### Routed clock nets over the placement

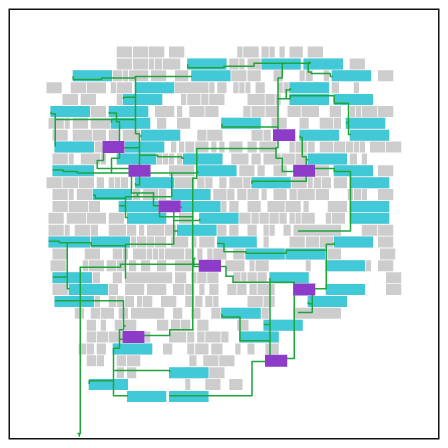
### I/O pins on the die edge

Pins as bars across the die edge, other pins in gray.
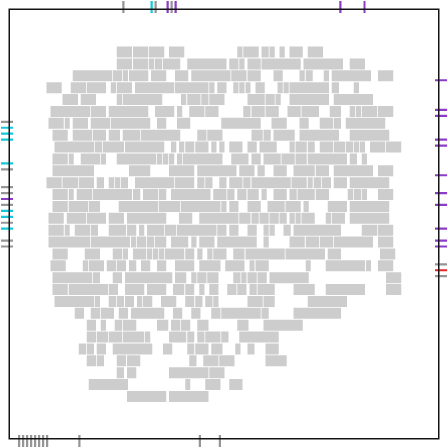
### Cell placement

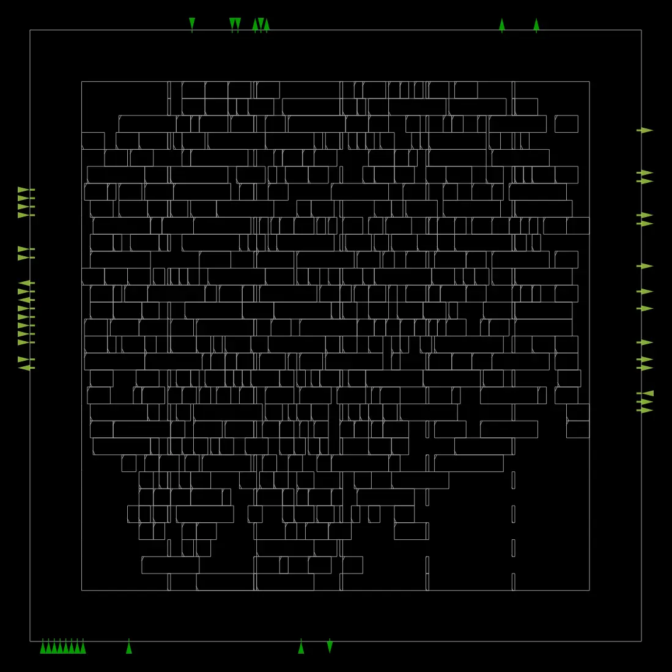
### Nets reached from selected ports

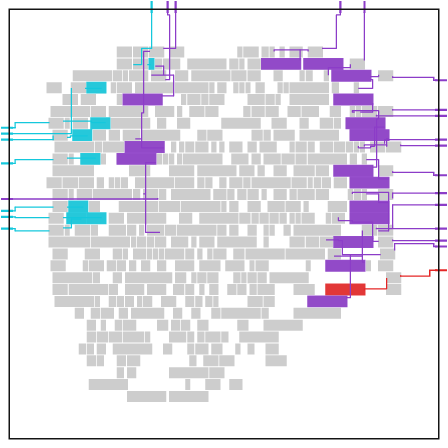
### Signal wires by layer

Bar = 20 um.
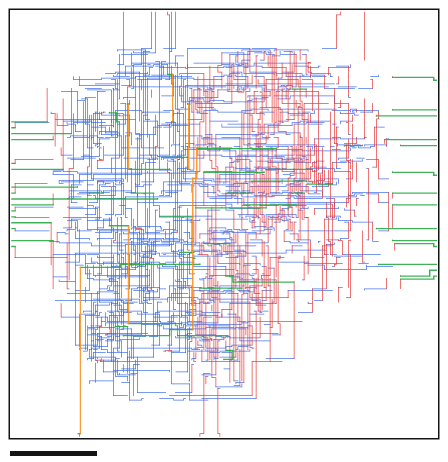
Design edge_binarize_stage, sky130hd; sources not shown.
==> out/qor.yml <==
syn_area_per_cell_um2: 9.74
ant_nets: 0
critPathTopFamily: "buffers and inverters"
cts_hold_buf: 0
crit_chain: "clkdlybuf4s50_1, nand2_4, nand2_1, ha_1, a21boi_2, buf_4, mux2_2, ha_1, nand2b_1, a2111oi_0, o211a_1, nor2_1, ha_1, ha_1, and3_1, nand4_1, nor2_1, a221o_1"
syn_nets: 422
max_slew_margin_pct: 33.2
path_depth: 18
path_common_cell: "ha_1"
tightest_slew_ns: 0.999
overflow: 0
final_max_slew_viol_count: 0
gp_congestion: 0.890
rr_worst_depth: 17
p_per_area_mw_per_mm2: 185
fmax_mhz: 155
whs_path_depth: 2
grt_setup_unrepaired: "false"
cts_tree: "built"
critical_path_class: "in -> reg"
dp_slack_ns: 1.92
status: "finished clean"
ctsResizeCount: 0
hold_path_class: "reg -> reg"
irDropWorstVdd_v: 0.000126
clock-sinks: 60
via_per_inst: 6.07
critPathLaunchType: "input port"
die-area_mm2: 0.00961
drcViolationCount: 0
clk_pin_slew_ns: 0.08
syn_to_final_growth_pct: 16.0
netlist_area_mm2: 0.00370
grtUsageMet3_pct: 5.19
finalCritPeriodShare_pct: 74.4
cts-root-buf: "clkbuf_8"
cts_buffer_depth: 2
finalHoldViolCount: 0
leakage_nw: 1.91
hpwl_um: 5630
htree_levels: 3
worstPathArrival_ns: 6.71
met1_usage_pct: 21.5
setup_viol: 0
end_kind: "flip-flop"
crit_slowest_cell: "clkdlybuf4s50_1"
max_stage_delay_ns: 0.96
warnings: 36
-- 'Routed clock nets over the placement' (at the start) --
Key: flip-flops = cyan [count 60]; clock-net drivers = purple [count 9]; clock wires = green [length 862 um]
There are 10 routed clock nets.
clock latency on the worst-skew pair: 0.35 ns
part of the power in the clock network: 38.9%
Clk power: 0.000309 W
Fin Clk Skew: 0.0140 ns

-- 'I/O pins on the die edge' (at the start) --
Key: edge_count = purple [pins 16, direction output, edge 11 right, 4 top, 1 left]; pixel_in = cyan [pins 8, direction input, edge 7 left, 1 top]; count_valid = red [pins 1, direction output, edge right]
All pins by edge: 16 left, 14 right, 11 bottom, 8 top.
Die W: 98.0 um
chip height: 98.0 um
I/O Buffers: 40

-- 'Cell placement' (at the start) --
fill count: 522
core area: 0.00664 mm^2
tap cell count: 80
Rows: 30
Core Util, Final: 64.6%

-- 'Nets reached from selected ports' (at the start) --
Key: pixel_in = cyan [bits 8, direction input, end cells 8, wire 143 um]; edge_count = purple [bits 16, direction output, end cells 16, wire 445 um]; count_valid = red [bits 1, direction output, end cells 1, wire 17.5 um]
Ports: 49

-- 'Signal wires by layer' (at the start) --
Key: M4 = orange [wire length 144 um]; M2 = red [wire length 4,020 um]; M3 = green [wire length 535 um]; M1 = blue [wire length 3,710 um]
vias: 2,997
Routed WL per cell: 17.0 um
final wirelength: 8410 um
gr usage total: 18.0%

-- cell type report --
type	count	area, um^2
Clock buffer	9	124
Timing Repair Buffer	43	423
Tap cell	80	100
Clock inverter	7	116
Fill cell	522	2350
Multi-Input combinational cell	271	1940
Inverter	24	90.1
Sequential cell	60	1500
-- report_power, final --
| group | switching (W) | leakage (nW) | internal (W) |
|---|---|---|---|
| Sequential | 0.0000246 | 0.803 | 0.000308 |
| Clock | 0.000119 | 0.125 | 0.000190 |
| Combinational | 0.0000851 | 0.982 | 0.0000674 |
-- per-stage QoR --
stage | instances | power (W) | area, um^2 | hold WS [ns] | util, %
CTS | 494 | 0.000797 | 4290 | 0.484 | 64.6
finish | 494 | 0.000794 | 4290 | 0.479 | 64.6
global route | 494 | 0.000829 | 4290 | 0.508 | 64.6
floorplan | 380 | 0.000447 | 3700 | 0.452 | -
detailed placement | 478 | 0.000485 | 4050 | 0.467 | 61.0
global placement | 478 | 0.000476 | 4050 | 0.459 | 61.0
-- cell usage in the layout (no fill, tap or decap), drive strengths merged, types with 3 or more instances in the layout --
cell	count
a21oi	10
a221o	3
a22o	7
a31oi	3
a41oi	3
and2	11
and3	9
and4	5
and4b	3
buf	3
bufinv	3
clkbuf	9
clkdlybuf4s50	40
clkinv	3
dfrtp	58
ha	14
inv	25
mux2	7
mux2i	9
nand2	31
nand2b	9
nand3	12
nand4	13
nor2	21
nor2b	3
nor3	11
nor4	6
o21ai	21
o22ai	5
o2bb2ai	3
o31ai	8
xnor2	8
xor2	6
-- metal layers --
metal / part of all wire, % / vias to the layer above / routed length [um]
met4: 1.7 / 0 / 143
met5: 0 / - / 0
met3: 6.4 / 14 / 535
met1: 44 / 1455 / 3710
li1: - / 1437 / -
met2: 48 / 91 / 4020
-- worst min-delay path: stages (launching register included) --
cell and delay (ns):
dfrtp_1 0.34, nand2_1 0.04, o21ai_0 0.06
Power and IR drop assume default switching activity.
